[config.mk]
export PLATFORM = sky130hd
export DESIGN_NAME = alu_flag_branch_stage_flat
export DESIGN_NICKNAME = d
export VERILOG_FILES = /design/src/rtl/alu_flag_branch_stage_pkg.sv /design/src/rtl/alu_flag_branch_stage_if.sv /design/src/rtl/alu_flag_branch_stage_branch_resolve.sv /design/src/rtl/alu_flag_branch_stage.sv /design/src/flat_wrapper.sv
export SDC_FILE = /design/constraint.sdc
export NUM_CORES = 1
export LEC_CHECK = 0
export ABC_CLOCK_PERIOD_IN_PS = 2910
export CELL_PAD_IN_SITES_DETAIL_PLACEMENT = 2
export CELL_PAD_IN_SITES_GLOBAL_PLACEMENT = 2
export CORE_MARGIN = 2
export CORE_UTILIZATION = 23
export CTS_CLUSTER_DIAMETER = 150
export DETAILED_ROUTE_END_ITERATION = 10
export PLACE_DENSITY_LB_ADDON = 0.1
export SLEW_MARGIN = 5
export SYNTH_ARGS = -nofsm -noshare
export SYNTH_HDL_FRONTEND = slang
export SYNTH_SLANG_ARGS = --single-unit
[constraint.sdc]
create_clock -name clk -period 2.91 [get_ports clk]
set_input_delay 0.582 -clock clk [delete_from_list [all_inputs] [get_ports clk]]
set_output_delay 0.582 -clock clk [all_outputs]
set_load 0.1 [all_outputs]
[src/rtl/alu_flag_branch_stage_pkg.sv]
// rtl/alu_flag_branch_stage_pkg.sv - shared branch encodings and width defaults for decode and execute-to-writeback
package alu_flag_branch_stage_pkg;

    localparam int DATA_W_DEF = 32;
    localparam int RD_W_DEF   = 6;

    typedef enum logic [1:0] {
        BR_NONE = 2'b00,
        BR_J    = 2'b01,
        BR_BRZ  = 2'b10,
        BR_BRN  = 2'b11
    } br_type_e;

endpackage

[src/rtl/alu_flag_branch_stage_if.sv]
// rtl/alu_flag_branch_stage_if.sv - upstream ALU, writeback, flag and redirect signals of the stage
interface alu_flag_branch_stage_if
    import alu_flag_branch_stage_pkg::*;
#(
    parameter int DATA_W = DATA_W_DEF,
    parameter int RD_W   = RD_W_DEF
);
    logic              in_valid;
    logic              in_ready;
    logic [DATA_W-1:0] in_result;
    logic              in_negative;
    logic              in_zero;
    logic              in_flag_we;
    logic              in_wb_en;
    logic [RD_W-1:0]   in_rd;
    logic [1:0]        in_br_type;
    logic [DATA_W-1:0] in_target;

    logic              out_valid;
    logic              out_ready;
    logic [DATA_W-1:0] out_result;
    logic [RD_W-1:0]   out_rd;
    logic              out_wb_en;

    logic              flag_n;
    logic              flag_z;
    logic              redirect;
    logic [DATA_W-1:0] redirect_pc;

    // Upstream ALU / writeback / fetch side
    modport master (
        output in_valid, in_result, in_negative, in_zero, in_flag_we, in_wb_en,
               in_rd, in_br_type, in_target, out_ready,
        input  in_ready, out_valid, out_result, out_rd, out_wb_en,
               flag_n, flag_z, redirect, redirect_pc
    );

    // The stage itself
    modport slave (
        input  in_valid, in_result, in_negative, in_zero, in_flag_we, in_wb_en,
               in_rd, in_br_type, in_target, out_ready,
        output in_ready, out_valid, out_result, out_rd, out_wb_en,
               flag_n, flag_z, redirect, redirect_pc
    );

endinterface

[src/rtl/alu_flag_branch_stage_branch_resolve.sv]
// rtl/alu_flag_branch_stage_branch_resolve.sv - combinational taken decision from branch type and stored flags
module alu_flag_branch_stage_branch_resolve
    import alu_flag_branch_stage_pkg::*;
(
    input  logic [1:0] br_type,
    input  logic       flag_n,
    input  logic       flag_z,
    output logic       taken
);

    // Decide taken from the architectural flags, never the ALU's live flags
    always_comb begin
        taken = 1'b0;
        case (br_type_e'(br_type))
            BR_J:    taken = 1'b1;
            BR_BRZ:  taken = flag_z;
            BR_BRN:  taken = flag_n;
            default: taken = 1'b0;
        endcase
    end

endmodule

[src/rtl/alu_flag_branch_stage.sv]
// rtl/alu_flag_branch_stage.sv - execute-to-writeback register, N/Z flag register and branch redirect
module alu_flag_branch_stage
    import alu_flag_branch_stage_pkg::*;
#(
    parameter int DATA_W = DATA_W_DEF,
    parameter int RD_W   = RD_W_DEF,
    parameter int CNT_W  = 16
) (
    input  logic                    clk,
    input  logic                    rst,
    alu_flag_branch_stage_if.slave  bus,
    output logic [CNT_W-1:0]        taken_cnt
);

    localparam logic [CNT_W-1:0] CNT_ONE = {{(CNT_W-1){1'b0}}, 1'b1};
    localparam logic [CNT_W-1:0] CNT_MAX = {CNT_W{1'b1}};

    logic [DATA_W-1:0] in_result_w;
    logic [DATA_W-1:0] in_target_w;
    logic [RD_W-1:0]   in_rd_w;
    logic              accept;
    logic              taken;

    assign in_result_w = bus.in_result;
    assign in_target_w = bus.in_target;
    assign in_rd_w     = bus.in_rd;

    // A draining entry frees the register in the same cycle, giving full throughput
    assign bus.in_ready = !bus.out_valid || bus.out_ready;
    assign accept       = bus.in_valid && bus.in_ready;

    alu_flag_branch_stage_branch_resolve u_branch_resolve (
        .br_type (bus.in_br_type),
        .flag_n  (bus.flag_n),
        .flag_z  (bus.flag_z),
        .taken   (taken)
    );

    // Writeback entry: load on accept, drop when consumed, hold while stalled
    always_ff @(posedge clk or posedge rst) begin
        if (rst) begin
            bus.out_valid  <= 1'b0;
            bus.out_result <= '0;
            bus.out_rd     <= '0;
            bus.out_wb_en  <= 1'b0;
        end else if (accept) begin
            bus.out_valid  <= 1'b1;
            bus.out_result <= in_result_w;
            bus.out_rd     <= in_rd_w;
            bus.out_wb_en  <= bus.in_wb_en;
        end else if (bus.out_ready) begin
            bus.out_valid  <= 1'b0;
        end
    end

    // N/Z update after the branch has already sampled the old values
    always_ff @(posedge clk or posedge rst) begin
        if (rst) begin
            bus.flag_n <= 1'b0;
            bus.flag_z <= 1'b0;
        end else if (accept && bus.in_flag_we) begin
            bus.flag_n <= bus.in_negative;
            bus.flag_z <= bus.in_zero;
        end
    end

    // One-cycle redirect pulse per taken branch; target is kept between pulses
    always_ff @(posedge clk or posedge rst) begin
        if (rst) begin
            bus.redirect    <= 1'b0;
            bus.redirect_pc <= '0;
        end else begin
            bus.redirect <= accept && taken;
            if (accept && taken) begin
                bus.redirect_pc <= in_target_w;
            end
        end
    end

    // Saturating taken-branch counter
    always_ff @(posedge clk or posedge rst) begin
        if (rst) begin
            taken_cnt <= '0;
        end else if (accept && taken && (taken_cnt != CNT_MAX)) begin
            taken_cnt <= taken_cnt + CNT_ONE;
        end
    end

endmodule

[src/flat_wrapper.sv]
// flat-port wrapper written by rule: the top's interface ports become plain ports
module alu_flag_branch_stage_flat import alu_flag_branch_stage_pkg::*;
#(
    parameter int DATA_W = DATA_W_DEF,
    parameter int RD_W   = RD_W_DEF,
    parameter int CNT_W  = 16
)
  (clk, rst, taken_cnt, bus_in_valid, bus_in_result, bus_in_negative, bus_in_zero, bus_in_flag_we, bus_in_wb_en, bus_in_rd, bus_in_br_type, bus_in_target, bus_out_ready, bus_in_ready, bus_out_valid, bus_out_result, bus_out_rd, bus_out_wb_en, bus_flag_n, bus_flag_z, bus_redirect, bus_redirect_pc);
  alu_flag_branch_stage_if #(.DATA_W(DATA_W), .RD_W(RD_W)) bus_i ();
  input  logic clk;
  input  logic rst;
  output logic [CNT_W-1:0] taken_cnt;
  input wire logic [$bits(bus_i.in_valid)-1:0] bus_in_valid;
  input wire logic [$bits(bus_i.in_result)-1:0] bus_in_result;
  input wire logic [$bits(bus_i.in_negative)-1:0] bus_in_negative;
  input wire logic [$bits(bus_i.in_zero)-1:0] bus_in_zero;
  input wire logic [$bits(bus_i.in_flag_we)-1:0] bus_in_flag_we;
  input wire logic [$bits(bus_i.in_wb_en)-1:0] bus_in_wb_en;
  input wire logic [$bits(bus_i.in_rd)-1:0] bus_in_rd;
  input wire logic [$bits(bus_i.in_br_type)-1:0] bus_in_br_type;
  input wire logic [$bits(bus_i.in_target)-1:0] bus_in_target;
  input wire logic [$bits(bus_i.out_ready)-1:0] bus_out_ready;
  output wire logic [$bits(bus_i.in_ready)-1:0] bus_in_ready;
  output wire logic [$bits(bus_i.out_valid)-1:0] bus_out_valid;
  output wire logic [$bits(bus_i.out_result)-1:0] bus_out_result;
  output wire logic [$bits(bus_i.out_rd)-1:0] bus_out_rd;
  output wire logic [$bits(bus_i.out_wb_en)-1:0] bus_out_wb_en;
  output wire logic [$bits(bus_i.flag_n)-1:0] bus_flag_n;
  output wire logic [$bits(bus_i.flag_z)-1:0] bus_flag_z;
  output wire logic [$bits(bus_i.redirect)-1:0] bus_redirect;
  output wire logic [$bits(bus_i.redirect_pc)-1:0] bus_redirect_pc;
  assign bus_i.in_valid = bus_in_valid;
  assign bus_i.in_result = bus_in_result;
  assign bus_i.in_negative = bus_in_negative;
  assign bus_i.in_zero = bus_in_zero;
  assign bus_i.in_flag_we = bus_in_flag_we;
  assign bus_i.in_wb_en = bus_in_wb_en;
  assign bus_i.in_rd = bus_in_rd;
  assign bus_i.in_br_type = bus_in_br_type;
  assign bus_i.in_target = bus_in_target;
  assign bus_i.out_ready = bus_out_ready;
  assign bus_in_ready = bus_i.in_ready;
  assign bus_out_valid = bus_i.out_valid;
  assign bus_out_result = bus_i.out_result;
  assign bus_out_rd = bus_i.out_rd;
  assign bus_out_wb_en = bus_i.out_wb_en;
  assign bus_flag_n = bus_i.flag_n;
  assign bus_flag_z = bus_i.flag_z;
  assign bus_redirect = bus_i.redirect;
  assign bus_redirect_pc = bus_i.redirect_pc;
  alu_flag_branch_stage #(.DATA_W(DATA_W), .RD_W(RD_W), .CNT_W(CNT_W)) u_core (.clk(clk), .rst(rst), .bus(bus_i), .taken_cnt(taken_cnt));
endmodule
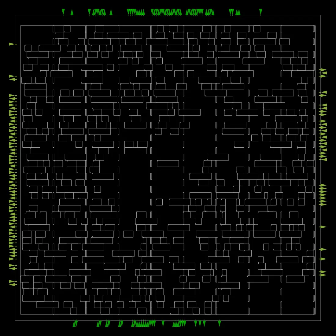
(images/placement.png)
area of the core: 15,300 sq um
tap cell count: 211
Site Rows: 45

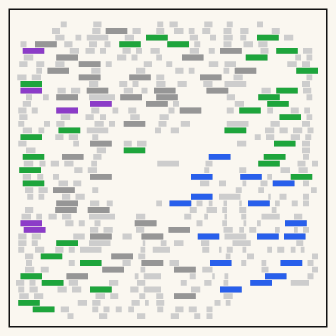
(images/flops_by_reg.png)
Other sequential cells in the stronger gray, the rest of the logic in the fainter gray.
- purple: u_core.bus.out_rd (sequential cells 6)
- blue: u_core.taken_cnt (sequential cells 16)
- green: u_core.bus.out_result (sequential cells 32; where widely spread)
- not colored: 37

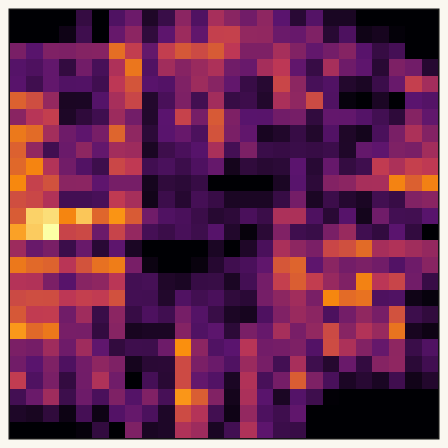
(images/metal_density.png)
26 x 26 tiles, from black (low) to pale yellow (high), scaled to the fullest tile. Values are wire area over tile area, all layers added.
- densest ninth of the die: middle left
- emptiest ninth of the die: center
- nearly empty tiles: 9.5%
- mean over tiles: 0.10
mean routed wirelength per cell: 16.6 microns
All-Layer GR Usage: 0.131

[worst max-delay path, cell delays in order]
cell and delay (ps):
sky130_fd_sc_hd__clkdlybuf4s50_1 450, sky130_fd_sc_hd__nand2b_2 190, sky130_fd_sc_hd__buf_12 190
[power groups by stage]
stage               sequential [mW]  clock, mW  combinational [mW]
global route                   1.76       1.43                2.93
finish                         1.71       1.32                2.83
floorplan                      3.54          0               0.335
detailed placement             1.74          0                2.86
CTS                            1.72       1.37                2.86
global placement               1.72          0                2.84
[layout make-up]
type	count	area, sq um	area share
Tap cell	211	264	0.0459
Clock buffer	11	253	0.0440
Timing Repair Buffer	175	1550	0.269
Multi-Input combinational cell	134	1300	0.227
Inverter	4	18.8	0.00326
Sequential cell	91	2280	0.396
Clock inverter	5	85.1	0.0148
==> reports/qor.yml <==
status:
  run_status: "completed"
clocking:
  ctsLongestPathBuffers: 2
  cts-resized-gates: 0
  post-cts-setup-buffer-count: 0
  tritoncts_num_sinks: 91
  htree_num_levels: 3
  clkSlewWorstSetupHoldPaths_ps: 60
  clk_latency_ps: 340
  cts_tree: "yes"
  tritoncts.num_buffers: 9
cells_and_area:
  area_growth_pct: 58.3
  layout.nets: 496
  layout.cells.most_common: "sky130_fd_sc_hd__buf_4"
  fin_area_sq_um: 5750
  fraction_of_final_layout_cells_with_drive_strength_greater_than_1: 0.474
  number_of_filler_cells_placed_in_the_layout: 1597
  layout.core_utilization: 0.375
  reg.largest.list: "u_core.bus.out_result: 32 flops, u_core.bus.redirect_pc: 32 flops, u_core.taken_cnt: 16 flops"
  insertedDiodeCount: 0
  layoutNonFillerInstCount: 631
global_route:
  grt.met2_usage: 0.208
  gr-max-usage-layer: "met2"
  groute.layer.met3.usage: 0.0582
  global_route_wire_length_before_repair_mm: 16.6
  first_global_vias: 3000
  pin_count_of_the_biggest_net_entering_global_routing: 49
  antenna_violations_before_repair: 0
  met1_usage: 0.154
pwr:
  swShare: 0.496
  max-vdd-ir-drop_mv: 0.413
  power.share.clock: 0.225
  seq_power_share: 0.292
  total_switching_power_mw: 2.90
  internal-power_mw: 2.95
  share_comb_of_total_power: 0.483
timing:
  timing_max_transition_violations_final: 0
  finalSetupViolations: 0
  final_critical_path_setup_slack_ps: 911
  fin_worst_hold_slack_ps: 505
  part_of_the_cycle_the_worst_path_needs: 0.687
  slew_headroom: 0.537
logic_synthesis:
  asyncSetResetFlopFracSynth: 1.00
  ys_seq_elements: 91
  yosysUniqueCellTypes: 28
  synthMuxAreaShare: 0.233
  yosysWarnings: 0
  syn-instance-count: 238
  enable_flop_cells: 0
  yosys-top-cells-count: "91 x sky130_fd_sc_hd__dfrtp_1, 75 x sky130_fd_sc_hd__mux2_2, 12 x sky130_fd_sc_hd__xor2_1, 9 x sky130_fd_sc_hd__nor4_1"
  mappedNetlistArea_sq_um: 3630
  ys_sh_adder: 0.00345
  yosys_area_sq_um: 3630
  postSynth.topFlopCell: "sky130_fd_sc_hd__dfrtp_1"
  logic_family: "multiplexers"
  top_cell: "sky130_fd_sc_hd__dfrtp_1"
  post_synthesis_net_count: 319
  compound_area_frac: 0.00276
  postSynthAreaPerCell_sq_um: 15.3
  yosysSeqAreaShare: 0.627
  synthDominantCellAreaShare: 0.627
  simple_gate_area_frac: 0.0848
  post_synth_main_area_contributors: "sky130_fd_sc_hd__dfrtp_1 63%, sky130_fd_sc_hd__mux2_2 23%, sky130_fd_sc_hd__xor2_1 2.9%, sky130_fd_sc_hd__nor4_1 1.6%, sky130_fd_sc_hd__nand4_4 1.2%"
  largest_area_contributor_in_the_netlist: "sky130_fd_sc_hd__dfrtp_1"
place:
  hpwl_mm: 7.64
  postPlaceCellArea_sq_um: 5410
  dp.cells: 615
  post-place-ws_ps: 578
  routabilityCongestion: 0.677
worst_hold_path:
  hp-start: "u_core.bus.redirect_pc[0]"
  hold_class: "reg -> reg"
  min_delay_worst_endpoint: "u_core.bus.redirect_pc[0]"
  min_path_cells: 1
worst_setup_path:
  worstSetupEndpointType: "output port"
  worst-endpoint-arrival_ps: 1420
  timing.rr.start: "u_core.taken_cnt[0]"
  rrSetupSlack_ps: 970
  maximum_fanout_encountered_on_the_critical_timing_path: 5
  worst-endpoint-required_ps: 2330
  worst_r2r_endpoint: "u_core.taken_cnt[1]"
floorplanning:
  floorplan.io_pins: 172
  floorplan.initialDensity: 0.237
  die.size.y_microns: 130
  die_x_microns: 130
  fp.dieArea_sq_um: 16800
run:
  warnings: 26
drt:
  drt_iter0_drc: 73
  route.top_layer_used: "met4"
  post_route_ant_nets: 0
  post_drt_via_cell_ratio: 4.21
  detailedRoute.firstPassIterationCount: 2
  routedLengthMet1_mm: 4.05
  route.met2.wl_mm: 5.14
  drc: 0
Power and IR drop assume default switching activity.
